<file path="config.mk">
export PLATFORM = sky130hd
export DESIGN_NAME = crot_angle_sequencer_flat
export DESIGN_NICKNAME = d
export VERILOG_FILES = /design/src/rtl/crot_angle_sequencer_if.sv /design/src/rtl/crot_angle_sequencer.sv /design/src/flat_wrapper.sv
export SDC_FILE = /design/constraint.sdc
export NUM_CORES = 1
export LEC_CHECK = 0
export CAP_MARGIN = 0
export CORE_ASPECT_RATIO = 1.2
export CORE_UTILIZATION = 35
export CTS_CLUSTER_DIAMETER = 200
export DETAILED_ROUTE_END_ITERATION = 10
export DONT_BUFFER_PORTS = 1
export GPL_TIMING_DRIVEN = 1
export PLACE_DENSITY = 0.48
export SYNTH_ARGS = -nofsm -noshare
export SYNTH_HDL_FRONTEND = slang
export SYNTH_SLANG_ARGS = --single-unit
</file>
<file path="constraint.sdc">
create_clock -name clk -period 3.1 [get_ports clk]
set_input_delay 0.775 -clock clk [delete_from_list [all_inputs] [get_ports clk]]
set_output_delay 0.775 -clock clk [all_outputs]
set_load 0.02 [all_outputs]
</file>
<file path="src/rtl/crot_angle_sequencer_if.sv">
// crot_angle_sequencer_if: start/amplitude/CROT-gate/tag signal bundle between a producer and the sequencer
interface crot_angle_sequencer_if #(
  parameter int N_QUBITS = 3,
  parameter int TOTAL_WIDTH = 8
);
  logic start;
  logic [2:0] tgt_q;
  logic [2:0] ctl_q;
  logic in_valid;
  logic in_ready;
  logic [TOTAL_WIDTH-1:0] in_r;
  logic [TOTAL_WIDTH-1:0] in_i;
  logic rot_valid;
  logic [TOTAL_WIDTH-1:0] rot_r;
  logic [TOTAL_WIDTH-1:0] rot_i;
  logic [TOTAL_WIDTH-1:0] rot_theta;
  logic tag_valid;
  logic [N_QUBITS-1:0] tag_idx;
  logic busy;
  logic done;
  logic cfg_err;
  modport master (
    output start, tgt_q, ctl_q, in_valid, in_r, in_i,
    input in_ready, rot_valid, rot_r, rot_i, rot_theta, tag_valid, tag_idx, busy, done, cfg_err
  );
  modport slave (
    input start, tgt_q, ctl_q, in_valid, in_r, in_i,
    output in_ready, rot_valid, rot_r, rot_i, rot_theta, tag_valid, tag_idx, busy, done, cfg_err
  );
endinterface

</file>
<file path="src/rtl/crot_angle_sequencer.sv">
// crot_angle_sequencer: streams a state vector into a CROT gate with per-index angles and tags its outputs.
// Define CROT_SEQ_CFG_CHECK_EN to reject start with tgt_q >= ctl_q or ctl_q >= N_QUBITS (sticky cfg_err).
module crot_angle_sequencer #(
  parameter int N_QUBITS = 3,
  parameter int CROT_LATENCY = 6,
  parameter int TOTAL_WIDTH = 8
) (
  input logic clk,
  input logic rst_n,
  crot_angle_sequencer_if.slave bus
);
  typedef enum logic [2:0] {IDLE, LOAD, RUN, DRAIN, DONE} state_t;
  state_t state_q, state_d;
  logic [N_QUBITS-1:0] idx_q, idx_d, rot_idx_q, rot_idx_d;
  logic [N_QUBITS-1:0] tag_idx_q [CROT_LATENCY];
  logic [N_QUBITS-1:0] tag_idx_d [CROT_LATENCY];
  logic [CROT_LATENCY-1:0] tag_v_q, tag_v_d;
  logic [2:0] sel_tgt_q, sel_tgt_d, sel_ctl_q, sel_ctl_d;
  logic [TOTAL_WIDTH-1:0] lut_q, lut_d, rot_r_q, rot_r_d, rot_i_q, rot_i_d, rot_theta_q, rot_theta_d;
  logic rot_valid_q, rot_valid_d, cfg_err_q, cfg_err_d, arm_q;
  logic accept, cfg_bad, hit, upstream;
  logic [7:0] idx_ext;
  // Angle pi/2^d in S3.4; zero or negative distance (bit 3 set) yields 0
  function automatic logic [TOTAL_WIDTH-1:0] theta_lut(input logic [3:0] diff);
    case (diff)
      4'd1: theta_lut = TOTAL_WIDTH'(25);
      4'd2: theta_lut = TOTAL_WIDTH'(13);
      4'd3: theta_lut = TOTAL_WIDTH'(6);
      4'd4: theta_lut = TOTAL_WIDTH'(3);
      4'd5: theta_lut = TOTAL_WIDTH'(2);
      4'd6: theta_lut = TOTAL_WIDTH'(1);
      default: theta_lut = '0;
    endcase
  endfunction
`ifdef CROT_SEQ_CFG_CHECK_EN
  assign cfg_bad = (bus.tgt_q >= bus.ctl_q) || (bus.ctl_q >= 3'(N_QUBITS));
`else
  assign cfg_bad = 1'b0;
`endif
  assign accept = (state_q == RUN) && bus.in_valid;
  assign idx_ext = 8'(idx_q);
  assign hit = idx_ext[sel_tgt_q] & idx_ext[sel_ctl_q];
  // Anything still upstream of the last tag stage keeps DRAIN alive
  always_comb begin
    upstream = rot_valid_q;
    for (int i = 0; i < CROT_LATENCY - 1; i++) upstream = upstream | tag_v_q[i];
  end
  always_comb begin
    state_d = state_q;
    idx_d = idx_q;
    sel_tgt_d = sel_tgt_q;
    sel_ctl_d = sel_ctl_q;
    lut_d = lut_q;
    cfg_err_d = cfg_err_q;
    case (state_q)
      IDLE: if (bus.start && arm_q) begin
        cfg_err_d = cfg_err_q | cfg_bad;
        state_d = cfg_bad ? IDLE : LOAD;
        sel_tgt_d = cfg_bad ? sel_tgt_q : bus.tgt_q;
        sel_ctl_d = cfg_bad ? sel_ctl_q : bus.ctl_q;
        lut_d = cfg_bad ? lut_q : theta_lut({1'b0, bus.ctl_q} - {1'b0, bus.tgt_q});
      end
      LOAD: begin
        idx_d = '0;
        state_d = RUN;
      end
      RUN: if (accept) begin
        idx_d = idx_q + 1'b1;
        state_d = (&idx_q) ? DRAIN : RUN;
      end
      DRAIN: state_d = upstream ? DRAIN : DONE;
      default: state_d = IDLE;
    endcase
    rot_valid_d = accept;
    rot_idx_d = accept ? idx_q : '0;
    rot_r_d = accept ? bus.in_r : '0;
    rot_i_d = accept ? bus.in_i : '0;
    rot_theta_d = (accept && hit) ? lut_q : '0;
    tag_v_d[0] = rot_valid_q;
    tag_idx_d[0] = rot_idx_q;
    for (int i = 1; i < CROT_LATENCY; i++) begin
      tag_v_d[i] = tag_v_q[i-1];
      tag_idx_d[i] = tag_idx_q[i-1];
    end
  end
  always_ff @(posedge clk or negedge rst_n) begin
    if (!rst_n) begin
      state_q <= IDLE;
      idx_q <= '0;
      sel_tgt_q <= '0;
      sel_ctl_q <= '0;
      lut_q <= '0;
      cfg_err_q <= 1'b0;
      arm_q <= 1'b0;
      rot_valid_q <= 1'b0;
      rot_idx_q <= '0;
      rot_r_q <= '0;
      rot_i_q <= '0;
      rot_theta_q <= '0;
      tag_v_q <= '0;
      tag_idx_q <= '{default: '0};
    end else begin
      state_q <= state_d;
      idx_q <= idx_d;
      sel_tgt_q <= sel_tgt_d;
      sel_ctl_q <= sel_ctl_d;
      lut_q <= lut_d;
      cfg_err_q <= cfg_err_d;
      arm_q <= 1'b1;
      rot_valid_q <= rot_valid_d;
      rot_idx_q <= rot_idx_d;
      rot_r_q <= rot_r_d;
      rot_i_q <= rot_i_d;
      rot_theta_q <= rot_theta_d;
      tag_v_q <= tag_v_d;
      tag_idx_q <= tag_idx_d;
    end
  end
  assign bus.in_ready = state_q == RUN;
  assign bus.busy = (state_q == LOAD) || (state_q == RUN) || (state_q == DRAIN);
  assign bus.done = state_q == DONE;
  assign bus.cfg_err = cfg_err_q;
  assign bus.rot_valid = rot_valid_q;
  assign bus.rot_r = rot_r_q;
  assign bus.rot_i = rot_i_q;
  assign bus.rot_theta = rot_theta_q;
  assign bus.tag_valid = tag_v_q[CROT_LATENCY-1];
  assign bus.tag_idx = tag_idx_q[CROT_LATENCY-1];
endmodule
</file>
<file path="src/flat_wrapper.sv">
// flat-port wrapper written by rule: the top's interface ports become plain ports
module crot_angle_sequencer_flat 
#(
  parameter int N_QUBITS = 3,
  parameter int CROT_LATENCY = 6,
  parameter int TOTAL_WIDTH = 8
)
  (clk, rst_n, bus_start, bus_tgt_q, bus_ctl_q, bus_in_valid, bus_in_r, bus_in_i, bus_in_ready, bus_rot_valid, bus_rot_r, bus_rot_i, bus_rot_theta, bus_tag_valid, bus_tag_idx, bus_busy, bus_done, bus_cfg_err);
  crot_angle_sequencer_if #(.N_QUBITS(N_QUBITS), .TOTAL_WIDTH(TOTAL_WIDTH)) bus_i ();
  input logic clk;
  input logic rst_n;
  input wire logic [$bits(bus_i.start)-1:0] bus_start;
  input wire logic [$bits(bus_i.tgt_q)-1:0] bus_tgt_q;
  input wire logic [$bits(bus_i.ctl_q)-1:0] bus_ctl_q;
  input wire logic [$bits(bus_i.in_valid)-1:0] bus_in_valid;
  input wire logic [$bits(bus_i.in_r)-1:0] bus_in_r;
  input wire logic [$bits(bus_i.in_i)-1:0] bus_in_i;
  output wire logic [$bits(bus_i.in_ready)-1:0] bus_in_ready;
  output wire logic [$bits(bus_i.rot_valid)-1:0] bus_rot_valid;
  output wire logic [$bits(bus_i.rot_r)-1:0] bus_rot_r;
  output wire logic [$bits(bus_i.rot_i)-1:0] bus_rot_i;
  output wire logic [$bits(bus_i.rot_theta)-1:0] bus_rot_theta;
  output wire logic [$bits(bus_i.tag_valid)-1:0] bus_tag_valid;
  output wire logic [$bits(bus_i.tag_idx)-1:0] bus_tag_idx;
  output wire logic [$bits(bus_i.busy)-1:0] bus_busy;
  output wire logic [$bits(bus_i.done)-1:0] bus_done;
  output wire logic [$bits(bus_i.cfg_err)-1:0] bus_cfg_err;
  assign bus_i.start = bus_start;
  assign bus_i.tgt_q = bus_tgt_q;
  assign bus_i.ctl_q = bus_ctl_q;
  assign bus_i.in_valid = bus_in_valid;
  assign bus_i.in_r = bus_in_r;
  assign bus_i.in_i = bus_in_i;
  assign bus_in_ready = bus_i.in_ready;
  assign bus_rot_valid = bus_i.rot_valid;
  assign bus_rot_r = bus_i.rot_r;
  assign bus_rot_i = bus_i.rot_i;
  assign bus_rot_theta = bus_i.rot_theta;
  assign bus_tag_valid = bus_i.tag_valid;
  assign bus_tag_idx = bus_i.tag_idx;
  assign bus_busy = bus_i.busy;
  assign bus_done = bus_i.done;
  assign bus_cfg_err = bus_i.cfg_err;
  crot_angle_sequencer #(.N_QUBITS(N_QUBITS), .CROT_LATENCY(CROT_LATENCY), .TOTAL_WIDTH(TOTAL_WIDTH)) u_core (.clk(clk), .rst_n(rst_n), .bus(bus_i));
endmodule
</file>
Local utilization:
The die is cut into 8 by 9 equal tiles; white is low, dark blue is high, 0 to 100% covered.
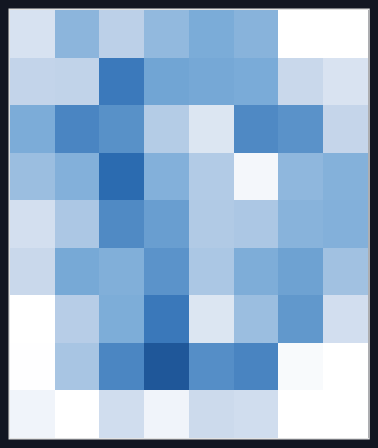
nearly empty tiles: 11%
fullest tile: 84%
mean over tiles: 36%
tiles over 75% full: 2.8%

Routed metal, one color a layer:
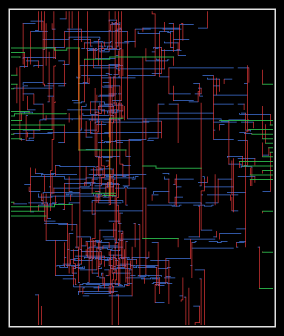
legend:
  blue:
    layer: M1
    wire_length: 1,650 um
  red:
    layer: M2
    wire_length: 2,130 um
  orange:
    layer: M4
    wire_length: 53.7 um
  green:
    layer: M3
    wire_length: 301 um

Routing congestion map:
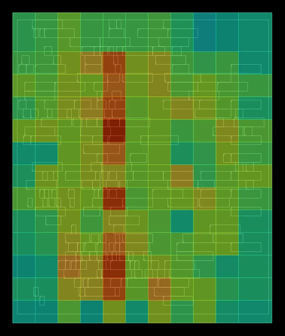
gr usage total: 12.4%
post-DR wirelength/cell: 14.3 um
Final Util: 41.0%
met2 Use GR: 19.3%
met3 global-route usage: 7.44%

==> results_slide.txt <==
Implementation Results

Outcome
  • Run status: finished clean

Setup path
  • CP Class: register to primary output
  • Top delay family on crit path: flip-flops
  • R2r startpoint: u_core.state_q[0]
  • CP endpoint: bus_in_ready
  • R2r endpoint: u_core.bus.rot_theta[4]
  • Worst EP arrival: 1.61 ns
  • Crit end category: primary output
  • Required @ worst endpoint: 2.32 ns
  • CP cell instances: inv_1, nor3_1
  • Critical path buffer and inverter count: 1

Final layout
  • Fillers: 652
  • # clk buffers: 10
  • Flop area: 0.00168 mm2
  • Sequential cell count: 67
  • Mi-comb count: 111
  • Fin nets: 229
  • Max reg flops: 15
  • Inverters: 8
  • Logic area: 738 um2
  • Top cells excl fill/tap: 67 x dfrtp_1, 27 x and2_1, 19 x nand2_1
  • Most numerous logic cell after layout: dfrtp_1

Clock tree
  • CTS sink cnt: 67
  • Skew-Pair Late Insertion Delay: 0.33 ns
  • Post-CTS Resized: 0
  • Htree depth: 3
  • Max Buffers Root-to-Sink: 2
  • CTS root buffer: clkbuf_8

Yosys
  • Yosys stat cell total: 193
  • Synth top cell by count: dfrtp_1
  • Yosys simple share: 16.2%
  • Top cell area share: 67.0%
  • Ys flop type: dfrtp_1
  • Registers, synthesis: 67
  • Syn_area_per_cell: 13.0 um2
  • Synth top area cells: dfrtp_1 67%, and2_1 6.7%, nand2_1 2.8%
  • Dominant kind of combinational cell: simple AND/OR/NAND/NOR gates
  • Synth Seq Share: 67.0%
  • Synth warnings: 0
  • Count of library flops with an enable pin: 0

Power and ir drop
  • Pleak: 1.36 nW
  • Clock share of power: 34.6%
  • IR Drop Worst-Case VDD: 0.000373 V
  • Sequential power share: 49.8%
  • Switching power: 802 uW

Min path
  • Worst Hold Class: input pin to async pin

Floorplan
  • Die extent in x: 79.2 um
  • Tap Cells: 87
  • Core Rows: 33
  • Die H: 94.7 um
  • Initial Utilization: 36.3%
  • DIE AREA: 0.00750 mm2

Place
  • I/O Buffers: 0
  • Post-DP HPWL: 2.83 mm

Detailed routing
  • DRC: 0
  • Via density: 4.71
  • Drt total wl: 4.14 mm
  • Violation tally from detailed-route iteration zero: 42

Global routing
  • First-pass GRT wire length: 6.70 mm

Final timing
  • TNS Setup: 0 ns
  • RSZ-0062 raised after global routing: no
  • Clk_skew: 0.00852 ns
  • Fin Hold WS: 0.134 ns
  • Crit share post-route: 77.0%
  • Max_slew headroom: 56.5%
  • Pins over their slew limit: 0
  • Final Hold Fails: 0
Signal wires on met2:
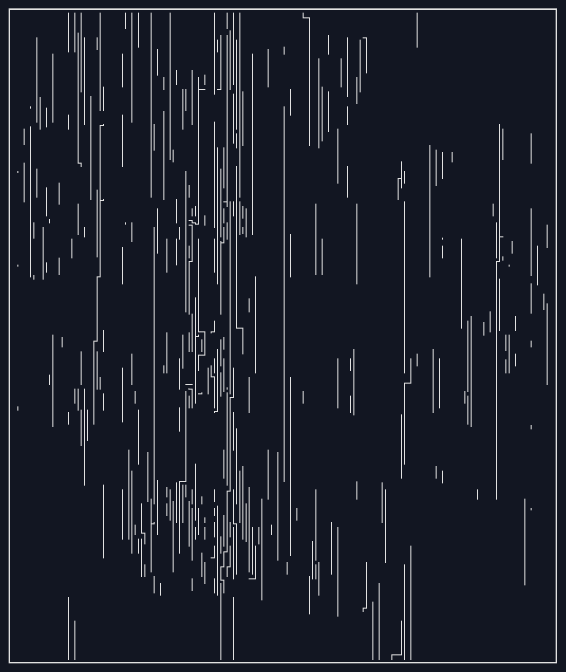
longest straight run: 54.4 um
nets with wire on the layer: 207
main direction: vertical
share of all routed wire: 52%
wire length on this layer: 2,130 um

Logic cells by family:
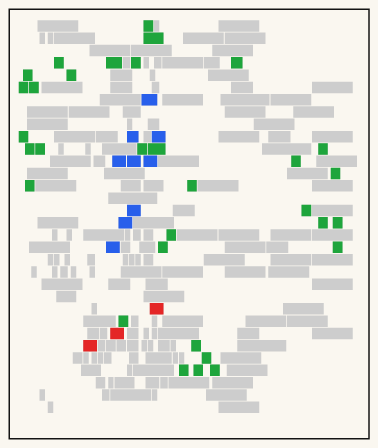
legend:
  green:
    family: and/or cells
    cells: 32
    where: widely spread
  blue:
    family: non-inverting ao/oa cells
    cells: 9
  red:
    family: xor and xnor cells
    cells: 3

## power by group through the flow
stage / Combinational, mW / Sequential [mW] / Clock (mW)
2_1_floorplan: 0.415 / 1.32 / 0
3_3_place_gp: 0.414 / 1.38 / 0
3_5_place_dp: 0.436 / 1.40 / 0
4_1_cts: 0.439 / 1.38 / 0.992
5_1_grt: 0.492 / 1.41 / 1.03
6_report: 0.431 / 1.38 / 0.958
## through the flow
stage | cell area [um2] | cells
after floorplan | 2510 | 196
after global placement | 2550 | 273
after detailed placement | 2550 | 273
after CTS | 2830 | 289
after global routing | 2830 | 289
final | 2830 | 289
## layer usage
metal  routed length, um  vias to the layer above  part of all wire, %
met3                 301                        4                  7.3
met5                   0                        -                    0
met4                  53                        0                  1.3
met1                1650                      678                   40
li1                    -                      631                    -
met2                2130                       47                   51
Power is estimated from default activity; no workload was simulated.
